### config.mk
export PLATFORM = sky130hd
export DESIGN_NAME = seq_det_stream_ctrl_flat
export DESIGN_NICKNAME = d
export VERILOG_FILES = /design/src/rtl/seq_det_stream_ctrl_pkg.sv /design/src/rtl/seq_det_stream_ctrl_if.sv /design/src/rtl/seq_det_stream_ctrl_rr_arb2.sv /design/src/rtl/seq_det_stream_ctrl.sv /design/src/flat_wrapper.sv
export SDC_FILE = /design/constraint.sdc
export NUM_CORES = 1
export LEC_CHECK = 0
export CORE_MARGIN = 2
export CORE_UTILIZATION = 41
export DETAILED_ROUTE_END_ITERATION = 10
export PLACE_DENSITY = 0.74
export RECOVER_POWER = 50
export SETUP_SLACK_MARGIN = 0.2
export SLEW_MARGIN = 0
export SYNTH_ARGS = -nofsm -noshare
export SYNTH_HDL_FRONTEND = slang
export SYNTH_SLANG_ARGS = --single-unit
### constraint.sdc
create_clock -name clk -period 1.6 [get_ports clk]
set_input_delay 0.16 -clock clk [delete_from_list [all_inputs] [get_ports clk]]
set_output_delay 0.16 -clock clk [all_outputs]
set_load 0.02 [all_outputs]
### src/rtl/seq_det_stream_ctrl_pkg.sv
// -----------------------------------------------------------------------------
// seq_det_stream_ctrl_pkg
// Shared definitions for the sequence-detector stream controller.
//   - state_t   : controller FSM state codes (2-bit)
//   - DEF_WIDTH : default number of bits per frame
//   - DEF_CNT_W : default width of the saturating match counter
// No ports; imported by the interface and the top level.
// -----------------------------------------------------------------------------
package seq_det_stream_ctrl_pkg;

    localparam int DEF_WIDTH = 8;
    localparam int DEF_CNT_W = 4;

    typedef enum logic [1:0] {
        ST_IDLE  = 2'd0,
        ST_CLEAR = 2'd1,
        ST_SHIFT = 2'd2,
        ST_DONE  = 2'd3
    } state_t;

endpackage

### src/rtl/seq_det_stream_ctrl_if.sv
// -----------------------------------------------------------------------------
// seq_det_stream_ctrl_if
// Bundles the requester and detector signals of the stream controller.
//   req       : level requests, one bit per requester
//   data0/1   : frames for requester 0 / 1
//   grant     : one-hot owner of the detector
//   det_clr   : synchronous clear for the detector
//   x_out     : serial bit into the detector, x_valid qualifies it
//   z_in      : Mealy output of the detector for the current x_out
//   busy/done : controller status, done is a one-cycle pulse
//   match_cnt : number of z pulses seen in the last frame
// Modports: slave = controller side, master = requester/detector side.
// -----------------------------------------------------------------------------
interface seq_det_stream_ctrl_if
    import seq_det_stream_ctrl_pkg::*;
#(
    parameter int WIDTH = DEF_WIDTH,
    parameter int CNT_W = DEF_CNT_W
) ();

    logic [1:0]       req;
    logic [WIDTH-1:0] data0;
    logic [WIDTH-1:0] data1;
    logic [1:0]       grant;
    logic             det_clr;
    logic             x_out;
    logic             x_valid;
    logic             z_in;
    logic             busy;
    logic             done;
    logic [CNT_W-1:0] match_cnt;

    modport slave (
        input  req, data0, data1, z_in,
        output grant, det_clr, x_out, x_valid, busy, done, match_cnt
    );

    modport master (
        output req, data0, data1, z_in,
        input  grant, det_clr, x_out, x_valid, busy, done, match_cnt
    );

endinterface

### src/rtl/seq_det_stream_ctrl_rr_arb2.sv
// -----------------------------------------------------------------------------
// rr_arb2
// Two-way round-robin arbiter, purely combinational.
//   req_i : request vector
//   ptr_i : favoured requester when both request (0 or 1)
//   en_i  : arbitration allowed this cycle
//   gnt_o : one-hot grant (zero when disabled or no request)
//   ptr_o : pointer to load when the grant is taken
// -----------------------------------------------------------------------------
module rr_arb2 (
    input  logic [1:0] req_i,
    input  logic       ptr_i,
    input  logic       en_i,
    output logic [1:0] gnt_o,
    output logic       ptr_o
);

    // Pick a single owner. A lone request always wins; with both requesting
    // the pointer decides. After any grant the pointer swings to the side that
    // was not served so a requester holding its line cannot starve the other.
    always_comb begin
        gnt_o = 2'b00;
        ptr_o = ptr_i;
        if (en_i) begin
            case (req_i)
                2'b01:   gnt_o = 2'b01;
                2'b10:   gnt_o = 2'b10;
                2'b11:   gnt_o = ptr_i ? 2'b10 : 2'b01;
                default: gnt_o = 2'b00;
            endcase
            if (gnt_o[0]) begin
                ptr_o = 1'b1;
            end else if (gnt_o[1]) begin
                ptr_o = 1'b0;
            end
        end
    end

endmodule

### src/rtl/seq_det_stream_ctrl.sv
// -----------------------------------------------------------------------------
// seq_det_stream_ctrl
// Shares one serial sequence detector between two requesters. The owner is
// picked round-robin, the detector is cleared for one cycle, the owner's word
// is shifted out MSB-first and z pulses are counted (saturating). done pulses
// for one cycle with the count valid.
//   clk   : clock, rising edge
//   reset : synchronous, active-high
//   bus   : seq_det_stream_ctrl_if.slave (req, data0/1, z_in in;
//           grant, det_clr, x_out, x_valid, busy, done, match_cnt out)
// -----------------------------------------------------------------------------
module seq_det_stream_ctrl
    import seq_det_stream_ctrl_pkg::*;
#(
    parameter int WIDTH = DEF_WIDTH,
    parameter int CNT_W = DEF_CNT_W
) (
    input  logic                  clk,
    input  logic                  reset,
    seq_det_stream_ctrl_if.slave  bus
);

    localparam int               BIT_W    = (WIDTH > 2) ? $clog2(WIDTH) : 1;
    localparam logic [BIT_W-1:0] LAST_BIT = BIT_W'(WIDTH - 1);
    localparam logic [CNT_W-1:0] CNT_MAX  = {CNT_W{1'b1}};

    state_t             state_q, state_d;
    logic [1:0]         grant_q, grant_d;
    logic [WIDTH-1:0]   shreg_q, shreg_d;
    logic [BIT_W-1:0]   bit_cnt_q, bit_cnt_d;
    logic [CNT_W-1:0]   match_cnt_q, match_cnt_d;
    logic               ptr_q, ptr_d;

    logic [1:0]         arb_gnt;
    logic               arb_ptr;
    logic               arb_en;

    // New owners are only chosen from IDLE; requests changing during a frame
    // have no effect until the controller is free again.
    assign arb_en = (state_q == ST_IDLE);

    rr_arb2 u_arb (
        .req_i (bus.req),
        .ptr_i (ptr_q),
        .en_i  (arb_en),
        .gnt_o (arb_gnt),
        .ptr_o (arb_ptr)
    );

    // All controller state lives here. Reset drops any frame in flight
    // without a done pulse; the detector itself is cleared by the next CLEAR.
    always_ff @(posedge clk) begin
        if (reset) begin
            state_q     <= ST_IDLE;
            grant_q     <= 2'b00;
            shreg_q     <= '0;
            bit_cnt_q   <= '0;
            match_cnt_q <= '0;
            ptr_q       <= 1'b0;
        end else begin
            state_q     <= state_d;
            grant_q     <= grant_d;
            shreg_q     <= shreg_d;
            bit_cnt_q   <= bit_cnt_d;
            match_cnt_q <= match_cnt_d;
            ptr_q       <= ptr_d;
        end
    end

    // Frame sequencing: IDLE -> CLEAR (one cycle) -> SHIFT (WIDTH cycles)
    // -> DONE (one cycle) -> IDLE. z_in is only counted at the end of a SHIFT
    // cycle because it is a Mealy output of the bit currently on x_out.
    always_comb begin
        state_d     = state_q;
        grant_d     = grant_q;
        shreg_d     = shreg_q;
        bit_cnt_d   = bit_cnt_q;
        match_cnt_d = match_cnt_q;
        ptr_d       = ptr_q;

        case (state_q)
            ST_IDLE: begin
                if (arb_gnt != 2'b00) begin
                    grant_d = arb_gnt;
                    shreg_d = arb_gnt[1] ? bus.data1 : bus.data0;
                    ptr_d   = arb_ptr;
                    state_d = ST_CLEAR;
                end
            end
            ST_CLEAR: begin
                match_cnt_d = '0;
                bit_cnt_d   = LAST_BIT;
                state_d     = ST_SHIFT;
            end
            ST_SHIFT: begin
                if (bus.z_in && (match_cnt_q != CNT_MAX)) begin
                    match_cnt_d = match_cnt_q + CNT_W'(1);
                end
                shreg_d = {shreg_q[WIDTH-2:0], 1'b0};
                if (bit_cnt_q == '0) begin
                    state_d = ST_DONE;
                end else begin
                    bit_cnt_d = bit_cnt_q - BIT_W'(1);
                end
            end
            ST_DONE: begin
                grant_d = 2'b00;
                state_d = ST_IDLE;
            end
            default: begin
                state_d = ST_IDLE;
            end
        endcase
    end

    // Outputs decoded from registered state so they are glitch-free and
    // x_out is forced low whenever it is not qualified.
    assign bus.grant     = grant_q;
    assign bus.det_clr   = (state_q == ST_CLEAR);
    assign bus.x_valid   = (state_q == ST_SHIFT);
    assign bus.x_out     = (state_q == ST_SHIFT) & shreg_q[WIDTH-1];
    assign bus.busy      = (state_q != ST_IDLE);
    assign bus.done      = (state_q == ST_DONE);
    assign bus.match_cnt = match_cnt_q;

endmodule

### src/flat_wrapper.sv
// flat-port wrapper written by rule: the top's interface ports become plain ports
module seq_det_stream_ctrl_flat import seq_det_stream_ctrl_pkg::*;
#(
    parameter int WIDTH = DEF_WIDTH,
    parameter int CNT_W = DEF_CNT_W
)
  (clk, reset, bus_req, bus_data0, bus_data1, bus_z_in, bus_grant, bus_det_clr, bus_x_out, bus_x_valid, bus_busy, bus_done, bus_match_cnt);
  seq_det_stream_ctrl_if #(.WIDTH(WIDTH), .CNT_W(CNT_W)) bus_i ();
  input  logic clk;
  input  logic reset;
  input wire logic [$bits(bus_i.req)-1:0] bus_req;
  input wire logic [$bits(bus_i.data0)-1:0] bus_data0;
  input wire logic [$bits(bus_i.data1)-1:0] bus_data1;
  input wire logic [$bits(bus_i.z_in)-1:0] bus_z_in;
  output wire logic [$bits(bus_i.grant)-1:0] bus_grant;
  output wire logic [$bits(bus_i.det_clr)-1:0] bus_det_clr;
  output wire logic [$bits(bus_i.x_out)-1:0] bus_x_out;
  output wire logic [$bits(bus_i.x_valid)-1:0] bus_x_valid;
  output wire logic [$bits(bus_i.busy)-1:0] bus_busy;
  output wire logic [$bits(bus_i.done)-1:0] bus_done;
  output wire logic [$bits(bus_i.match_cnt)-1:0] bus_match_cnt;
  assign bus_i.req = bus_req;
  assign bus_i.data0 = bus_data0;
  assign bus_i.data1 = bus_data1;
  assign bus_i.z_in = bus_z_in;
  assign bus_grant = bus_i.grant;
  assign bus_det_clr = bus_i.det_clr;
  assign bus_x_out = bus_i.x_out;
  assign bus_x_valid = bus_i.x_valid;
  assign bus_busy = bus_i.busy;
  assign bus_done = bus_i.done;
  assign bus_match_cnt = bus_i.match_cnt;
  seq_det_stream_ctrl #(.WIDTH(WIDTH), .CNT_W(CNT_W)) u_core (.clk(clk), .reset(reset), .bus(bus_i));
endmodule
==> changes_impl.md, run 1 <==
### Implementation results

* Run status: complete, no violations
* Largest delay contributor family on the critical path: simple AND/OR/NAND/NOR gates
* Finished Core Util at 0.672
* Worst hold path type: reg -> reg
* Detailed-placement wirelength estimate at 1.96 mm
* Post-route insts no fill at 199
* Pwr Density at 1420 nW/um^2
* Area of combinational cells with multiple inputs at 742 sq um
* Ports placed on the boundary at 32
* Number of nets at floorplan at 153
* Unrepaired setup endpoints after global routing: true
* Tapcell Cnt at 30
* Group with the largest share of power: combinational logic
* Portion of the layout cell area used by clock cells at 0.0316
* Number of flip-flops under the largest register name at 8
* Cell with the biggest individual delay on the critical path: dfxtp_4
* Minimum setup slack among reg-to-reg paths at 0.07 ns
* Most Crowded Layer GR: met2
* Fraction of met2 tracks used by global routing at 0.373
* Number of port buffers at 31
* Sequential cell area at 408 sq um
* Post-synthesis cell type with the largest instance count: dfxtp_1
* Area share of buffers outside the clock network at 0.231
* Fillers at 223
Run 1, where the registers sit:
Other sequential cells in the stronger gray, the rest of the logic in the fainter gray.
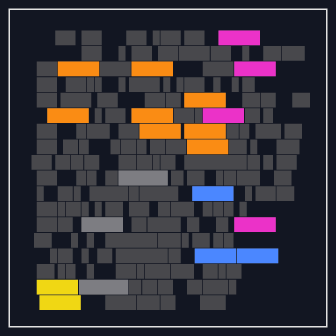
| signal | color | placed flops |
|---|---|---|
| u_core.shreg_q | orange | 8 |
| u_core.bus.grant | yellow | 2 |
| u_core.bus.match_cnt | magenta | 4 |
| u_core.bit_cnt_q | blue | 3 |
not colored: 3

Run 1, the clock network:
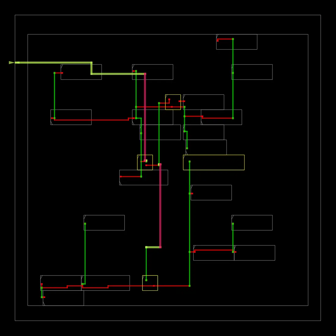
worst skew pair latency: 0.31 ns
number of clock sinks: 20
clock skew after layout: 0.00598 ns
# clk buffers: 3
number of CTS-inserted buffers: 3

Run 1, cells colored by class:
Scale bar: 20 um. Fill, decap, tap and diode cells in gray.
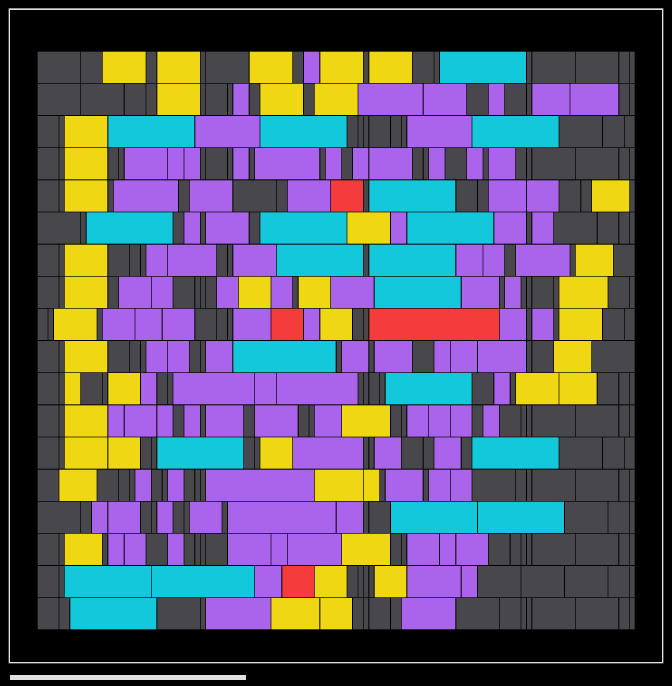
| class | color | cells | share of their area |
|---|---|---|---|
| registers | cyan | 20 | 25% |
| remaining buffers and delay cells | yellow | 42 | 24% |
| remaining logic cells | purple | 103 | 48% |
| clock drivers and dummy loads | red | 4 | 3.2% |

Run 1, floorplan with the power grid:
Pins as bars on the die edge.
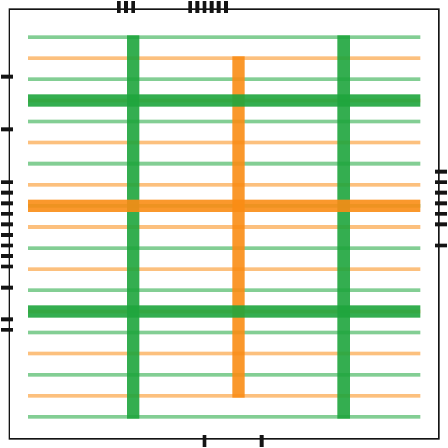

==> run 1 -> run 2 <==
--- a/config.mk
+++ b/config.mk
@@ -8,7 +8,7 @@
 export CORE_MARGIN = 2
 export CORE_UTILIZATION = 41
 export DETAILED_ROUTE_END_ITERATION = 10
-export PLACE_DENSITY = 0.74
+export PLACE_DENSITY = 0.78
 export RECOVER_POWER = 50
 export SETUP_SLACK_MARGIN = 0.2
 export SLEW_MARGIN = 0
Run 2, floorplan with the power grid:
Pins as bars on the die edge.
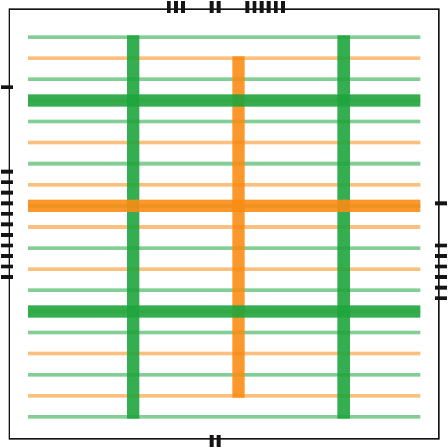
| net | color |
|---|---|
| VSS | green |
| VDD | orange |
met1 rails: 19
met4 straps: 3
rows: 18
signal pins: 32

==> changes_impl.md, run 2 <==
### Implementation results

* Run status: complete, no violations
* Number of flip-flops under the largest register name at 8 (unchanged)
* Clk slew on worst S/H paths at 0.11 ns
* Post-placement cell area at 1500 sq um
* Finished Core Util at 0.694 (+0.0222)
* Most Crowded Layer GR: met2
* Post-Syn Area per Cell at 8.59 sq um
* Main synth FF type: dfxtp_1
* # clk buffers at 3 (unchanged)
* Number of enable-type register cells in the synthesized netlist at 0
* Comb. pwr at 1.28 mW
* Minimum setup slack among reg-to-reg paths at 0.07 ns (about the same)
* Cell with the biggest individual delay on the critical path: dfxtp_4
* Fraction of met2 tracks used by global routing at 0.369 (-0.00397)
* Cell class with the largest area share: logic gates
* Worst hold path type: reg -> reg
* Number of clock sinks at 20 (unchanged)
* Portion of the layout cell area used by clock cells at 0.0131 (-0.0185)
* Tapcell Cnt at 30 (unchanged)
* Detailed-placement wirelength estimate at 2.03 mm (+3.5%)
* Sw frac at 0.400
* Proportion of cell area occupied by registers at 0.238
* Fillers at 209 (-6.3%)
* Area share of buffers outside the clock network at 0.247 (+0.0166)
* Post-layout period usage at 0.955
* Post-route insts no fill at 203 (+2.0%)
* Ports placed on the boundary at 32 (unchanged)
* Clock skew after layout at 0.00194 ns (-0.00403 ns)
* Number of nets at floorplan at 153 (unchanged)
* Number of cells upsized or downsized after cts at 32
* Sequential cell area at 409 sq um (+0.31%)
* Commonest Layout Cell: clkdlybuf4s50_1
* Largest delay contributor family on the critical path: flip-flops
* Part of the total power dissipated in sequential elements at 0.342
* Number of port buffers at 31 (unchanged)
* Worst skew pair latency at 0.29 ns (-0.02 ns)
* Worst min-delay path endpoint: u_core.bit_cnt_q[0]
* Number of CTS-inserted buffers at 3 (unchanged)
* Post-synthesis cell type with the largest instance count: dfxtp_1
* Most used cell, CP: nor3b_4
* Pwr Density at 1340 nW/um^2 (-5.4%)
* Area of combinational cells with multiple inputs at 782 sq um (+5.4%)
* Unrepaired setup endpoints after global routing: true
Power figures rest on the tool's default switching activity, not on a simulated workload.
